**src/rtl/video_io_pkg.sv**
```systemverilog
// rtl/video_io_pkg.sv - shared defaults, sideband struct and serializer state for the pad mux
package video_io_pkg;

  localparam int DEF_PIX_W = 24;
  localparam int DEF_PAD_W = 12;
  localparam int DEF_DEPTH = 4;

  typedef struct packed {
    logic vsync;
    logic hsync;
    logic de;
  } sideband_t;

  typedef enum logic {
    IDLE  = 1'b0,
    SHIFT = 1'b1
  } ser_state_t;

endpackage

```
**src/rtl/pad_mux_fifo.sv**
```systemverilog
// rtl/pad_mux_fifo.sv - synchronous pixel+sideband FIFO with head-entry view
module pad_mux_fifo #(
  parameter int W     = 27,
  parameter int DEPTH = 4
) (
  input  logic                     clk,
  input  logic                     rst,
  input  logic                     push,
  input  logic [W-1:0]             wdata,
  input  logic                     pop,
  output logic [$clog2(DEPTH):0]   count,
  output logic                     full,
  output logic                     empty,
  output logic [W-1:0]             head
);

  localparam int AW = $clog2(DEPTH);
  localparam int CW = AW + 1;

  logic [W-1:0]  mem [DEPTH];
  logic [AW-1:0] wr_ptr, rd_ptr;

  always_ff @(posedge clk or posedge rst) begin
    if (rst) begin
      wr_ptr <= '0;
      rd_ptr <= '0;
      count  <= '0;
    end else begin
      if (push) wr_ptr <= wr_ptr + AW'(1);
      if (pop)  rd_ptr <= rd_ptr + AW'(1);
      count <= count + CW'(push) - CW'(pop);
    end
  end

  // Storage needs no reset: reads are gated by count.
  always_ff @(posedge clk) begin
    if (push) mem[wr_ptr] <= wdata;
  end

  assign full  = (count == CW'(DEPTH));
  assign empty = (count == '0);
  assign head  = mem[rd_ptr];

endmodule

```
**src/rtl/video_pad_mux_tx.sv**
```systemverilog
// rtl/video_pad_mux_tx.sv - pixel-to-pad serializer, MSB slice first; VIDEO_PAD_PARITY_EN adds O_PAD_PARITY
module video_pad_mux_tx
  import video_io_pkg::*;
#(
  parameter int PIX_W = DEF_PIX_W,
  parameter int PAD_W = DEF_PAD_W,
  parameter int DEPTH = DEF_DEPTH
) (
  input  logic             I_CORE_CLK,
  input  logic             I_RST,
  input  logic             I_PIX_VALID,
  output logic             O_PIX_READY,
  input  logic [PIX_W-1:0] I_PIX_DATA,
  input  logic             I_VSYNC,
  input  logic             I_HSYNC,
  input  logic             I_DE,
  input  logic             I_CLR_ERR,
  output logic [PAD_W-1:0] O_PAD_DATA,
  output logic             O_BEAT0,
  output logic             O_VSYNC,
  output logic             O_HSYNC,
  output logic             O_DE,
  output logic             O_UNDERFLOW
`ifdef VIDEO_PAD_PARITY_EN
  ,
  output logic             O_PAD_PARITY
`endif
);

  localparam int BEATS = PIX_W / PAD_W;
  localparam int BW    = $clog2(BEATS);
  localparam int CW    = $clog2(DEPTH) + 1;
  localparam int EW    = PIX_W + 3;
  localparam logic [BW-1:0] LAST = BW'(BEATS - 1);

  ser_state_t       state_q, state_d;
  logic [BW-1:0]    beat_q, beat_d;
  logic [PIX_W-1:0] sh_q, sh_d;
  logic [PAD_W-1:0] pad_d;
  logic             beat0_d, under_d, load, push, pop;
  sideband_t        sb_q, sb_d, head_sb;
  logic [PIX_W-1:0] head_pix;
  logic [EW-1:0]    head;
  logic [CW-1:0]    count, count_d;
  logic             full, empty;

  assign push    = I_PIX_VALID && O_PIX_READY && !full;
  assign pop     = load;
  assign count_d = count + CW'(push) - CW'(pop);

  pad_mux_fifo #(.W(EW), .DEPTH(DEPTH)) u_fifo (
    .clk   (I_CORE_CLK),
    .rst   (I_RST),
    .push  (push),
    .wdata ({I_VSYNC, I_HSYNC, I_DE, I_PIX_DATA}),
    .pop   (pop),
    .count (count),
    .full  (full),
    .empty (empty),
    .head  (head)
  );

  assign head_sb  = sideband_t'(head[EW-1 -: 3]);
  assign head_pix = head[PIX_W-1:0];

  always_comb begin
    state_d = state_q;
    beat_d  = beat_q;
    sh_d    = sh_q;
    pad_d   = '0;
    beat0_d = 1'b0;
    sb_d    = sb_q;
    load    = 1'b0;
    under_d = I_CLR_ERR ? 1'b0 : O_UNDERFLOW;
    case (state_q)
      IDLE: load = !empty;
      SHIFT: begin
        if (beat_q != LAST) begin
          beat_d = beat_q + BW'(1);
          pad_d  = sh_q[PIX_W-1 -: PAD_W];
          sh_d   = sh_q << PAD_W;
        end else if (!empty) begin
          load = 1'b1;
        end else begin
          state_d = IDLE;
          // Running dry inside active video is the error; set beats clear.
          if (sb_q.de) under_d = 1'b1;
        end
      end
      default: state_d = IDLE;
    endcase
    if (load) begin
      state_d = SHIFT;
      beat_d  = '0;
      pad_d   = head_pix[PIX_W-1 -: PAD_W];
      sh_d    = head_pix << PAD_W;
      beat0_d = 1'b1;
      sb_d    = head_sb;
    end else if (state_d == IDLE) begin
      sb_d.de = 1'b0;
    end
  end

  always_ff @(posedge I_CORE_CLK or posedge I_RST) begin
    if (I_RST) begin
      state_q     <= IDLE;
      beat_q      <= '0;
      sh_q        <= '0;
      sb_q        <= '0;
      O_PAD_DATA  <= '0;
      O_BEAT0     <= 1'b0;
      O_UNDERFLOW <= 1'b0;
      O_PIX_READY <= 1'b0;
    end else begin
      state_q     <= state_d;
      beat_q      <= beat_d;
      sh_q        <= sh_d;
      sb_q        <= sb_d;
      O_PAD_DATA  <= pad_d;
      O_BEAT0     <= beat0_d;
      O_UNDERFLOW <= under_d;
      O_PIX_READY <= (count_d < CW'(DEPTH));
    end
  end

  assign O_VSYNC = sb_q.vsync;
  assign O_HSYNC = sb_q.hsync;
  assign O_DE    = sb_q.de;

`ifdef VIDEO_PAD_PARITY_EN
  always_ff @(posedge I_CORE_CLK or posedge I_RST) begin
    if (I_RST) O_PAD_PARITY <= 1'b0;
    else       O_PAD_PARITY <= (state_d == SHIFT) ? ~^pad_d : 1'b0;
  end
`endif

endmodule
```
**config.mk**
```make
export PLATFORM = sky130hd
export DESIGN_NAME = video_pad_mux_tx
export DESIGN_NICKNAME = d
export VERILOG_FILES = /design/src/rtl/video_io_pkg.sv /design/src/rtl/pad_mux_fifo.sv /design/src/rtl/video_pad_mux_tx.sv
export SDC_FILE = /design/constraint.sdc
export NUM_CORES = 1
export LEC_CHECK = 0
export ABC_AREA = 1
export CAP_MARGIN = 0
export CORE_MARGIN = 3
export CORE_UTILIZATION = 58
export CTS_CLUSTER_DIAMETER = 100
export CTS_CLUSTER_SIZE = 24
export DETAILED_ROUTE_END_ITERATION = 10
export GPL_TIMING_DRIVEN = 0
export PLACE_DENSITY = 0.91
export SLEW_MARGIN = 10
export SYNTH_ARGS = -nofsm -noshare
export SYNTH_HDL_FRONTEND = slang
export SYNTH_HIERARCHICAL = 1
export SYNTH_SLANG_ARGS = --single-unit
```
**constraint.sdc**
```tcl
create_clock -name I_CORE_CLK -period 2.6 [get_ports I_CORE_CLK]
set_input_delay 0.52 -clock I_CORE_CLK [delete_from_list [all_inputs] [get_ports I_CORE_CLK]]
set_output_delay 0.52 -clock I_CORE_CLK [all_outputs]
set_load 0.03 [all_outputs]
```
Figure 1. Nets reached from selected ports (run 1).
Scale: 2 px per um.
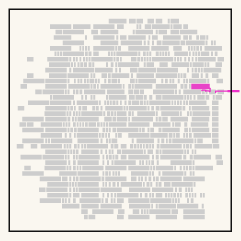
Key: magenta = `O_DE` [bits 1, direction output, end cells 1, buffers 1, wire 15.6 um]
quantity of I/O buffers inserted on ports: 48
# IOs: 49

Figure 2. Pin map (run 1).
Scale: 4 px per um. Pins as bars across the die edge, other pins in gray.
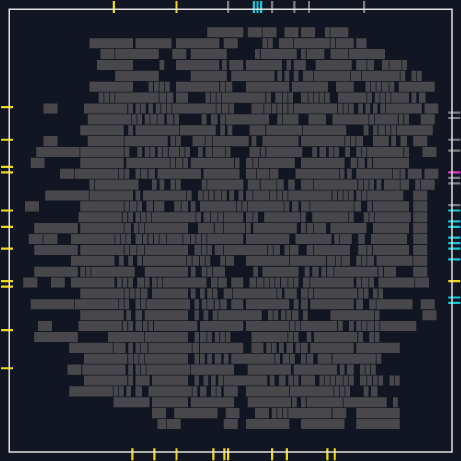
Key: magenta = `O_DE` [pins 1, direction output, edge east]; yellow = `I_PIX_DATA` [pins 24, direction input, edge 11 west, 10 south, 2 north, 1 east]; cyan = `O_PAD_DATA` [pins 12, direction output, edge 9 east, 3 north]
All pins by edge: 18 east, 11 west, 10 north, 10 south.
die width: 110.3 um
Die Y: 110.3 um

==> reports/README.md, run 1 <==
| Result | Reported |
|---|---|
| Status | finished clean |
| Metal3 WL | 1327 um |
| Maximum Capacitance Violations | 0 |
| Nets | 711 |
| Data arrival time of the critical path | 2.47 ns |
| Final worst setup slack | 0.1749 ns |
| Required time of the critical path | 2.64 ns |
| Largest class | flip-flops and latches |
| Most numerous logic cells after layout | nand2_1, inv_1, edfxtp_1, nand3_1, clkdlybuf4s50_1 |
| Share of the clock period used by the worst path | 93.27% |
| Count of library flops with an enable pin | 108 |
| Critical Path Most Common Cell | inv_1 |
| Global-route usage over all layers | 25.13% |
| Post-synthesis cell type with the largest instance count | nand2_1 |
| Post-placement cell area | 6960 um^2 |
| Antenna Diode Count | 0 |
| Power consumed by sequential cells | 3250 uW |
| Register area share after synthesis | 66.86% |
| DR vias/cell | 5.412 |
| Global placement routability congestion | 0.8411 |
| Top-area cell type share of the netlist area | 51.40% |
| Crit path largest cell delay | 0.61 ns |
| Number of clock sinks seen by CTS | 147 |
| Power density over cell area | 1197 nW/um^2 |
| Max_slew headroom | 48.96% |
| Number of DRC markers in iteration 0 | 512 |
| Number of routed nets with antenna violations | 0 |
| Final core utilization | 71.97% |
| Synthesized netlist cell count | 606 |
| Combinational fraction of the cell area | 18.41% |
| Number of multi-input logic gates | 290 |
| Sequential share of power | 36.1% |
Figure 3. Cell outlines without signal wires (run 1).
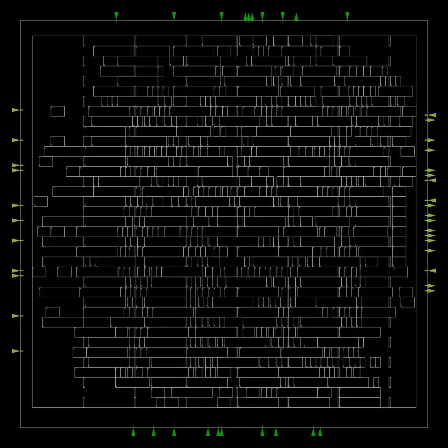
Std-Cell Rows: 37
number of fillers in the final layout: 691
standard cell core area: 10460 um^2
well tap count: 136
Final Non-Filler Cells: 821

Figure 4. Signal wires on met2 (run 1).
Scale: 4 px per um.
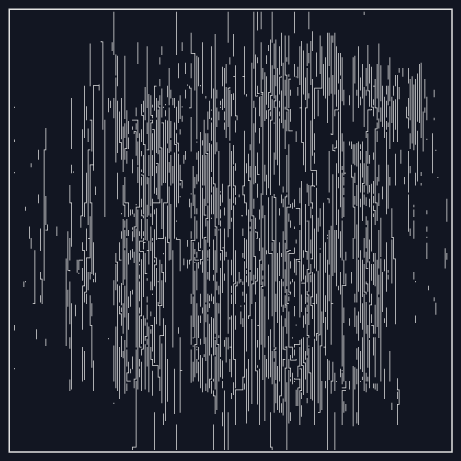

==> run 2, diff against run 1 <==
--- a/config.mk
+++ b/config.mk
@@ -14,6 +14,7 @@
 export DETAILED_ROUTE_END_ITERATION = 10
 export GPL_TIMING_DRIVEN = 0
 export PLACE_DENSITY = 0.91
+export REMOVE_ABC_BUFFERS = 1
 export SLEW_MARGIN = 10
 export SYNTH_ARGS = -nofsm -noshare
 export SYNTH_HDL_FRONTEND = slang
Figure 5. Signal wires on met2 (run 2).
Scale: 4 px per um.
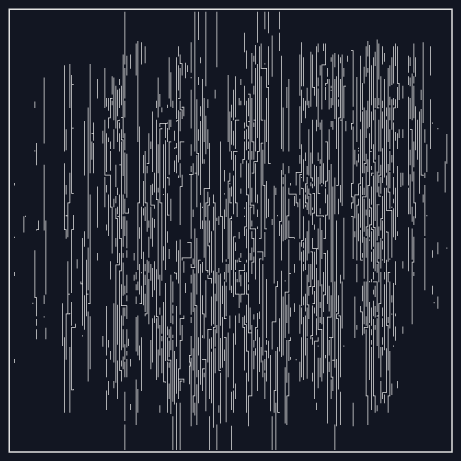
The layer carries 7110 um of wire. The layer holds 54% of the routed length. The longest straight run is 37.7 um.
aggregate routed wire length: 13230 um
Vias: 4203
met2 global-route usage: 43.11%

==> run 2 against run 1 <==
Compared with the run above:
- global-route usage down 1.1 points
- combinational power shrank 15%
- total power down 2.5%
- die area is the same
- via count decreased by 5.4%
- synthesized area did not move
- flip-flop count is the same
- register-to-register slack gained 0.02 ns
- sequential power rose by 5%
==> reports/README.md, run 2 <==
| Result | Reported | vs previous |
|---|---|---|
| Status | finished clean |  |
| Final Non-Filler Cells | 801 | -2.4% |
| Quantity of I/O buffers inserted on ports | 48 | unchanged |
| Combinational fraction of the cell area | 18.66% | +0.25 points |
| DR vias/cell | 5.247 | -3.0% |
| Number of multi-input logic gates | 290 | unchanged |
| Number of routed nets with antenna violations | 0 | unchanged |
| Number of DRC markers in iteration 0 | 266 | -48% |
| Fraction of synthesized area in multiplexers | 0% |  |
| Setup Viol. Count Final | 0 |  |
| Power density over cell area | 1183 nW/um^2 | -1.2% |
| Synthesized netlist cell count | 606 | unchanged |
| Largest clock skew in the final design | 0.009129 ns |  |
| Register area share after synthesis | 66.86% | unchanged |
| Standard cell core area | 10460 um^2 | unchanged |
| Antenna Diode Count | 0 | unchanged |
| Final worst setup slack | 0.1943 ns | +0.01945 ns |
| Share of the clock period used by the worst path | 92.53% | -0.75 points |
| Metal3 WL | 836 um | -37% |
| Die width | 110.3 um | unchanged |
| Most numerous logic cells after layout | nand2_1, inv_1, edfxtp_1, nand3_1, clkdlybuf4s50_1 |  |
| Power consumed by sequential cells | 3400 uW | +5% |
| Global placement routability congestion | 0.7054 | -16% |
| Number of fillers in the final layout | 693 | +0.29% |
| Final core utilization | 71.01% | -0.96 points |
| Clock-pin slew of the registers on the worst-case setup and hold paths | 0.06 ns |  |
| Std-Cell Rows | 37 | unchanged |
| Crit path largest cell delay | 0.47 ns | -0.14 ns |
| Sequential share of power | 38.7% | +2.6 points |
| Nets | 691 | -2.8% |
| Global-route usage over all layers | 24.05% | -1.1 points |
| Largest class | flip-flops and latches |  |
| Die Y | 110.3 um | unchanged |
| Data arrival time of the critical path | 2.82 ns | +0.35 ns |
| Max_slew headroom | 37.37% | -12 points |
| Post-synthesis cell type with the largest instance count | nand2_1 |  |
| Dominant Register Cell | edfxtp_1 |  |
| Maximum Capacitance Violations | 0 | unchanged |
| # IOs | 49 | unchanged |
| Well tap count | 136 | unchanged |
| Required time of the critical path | 3.02 ns | +0.38 ns |
| Critical Path Most Common Cell | inv_1 |  |
| Number of clock sinks seen by CTS | 147 | unchanged |
Figure 6. Nets reached from selected ports (run 2).
Scale: 2 px per um.
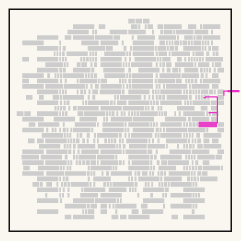
Key: magenta = `O_DE` [bits 1, direction output, end cells 1, buffers 1, wire 30.3 um]

Power and IR drop assume default switching activity.
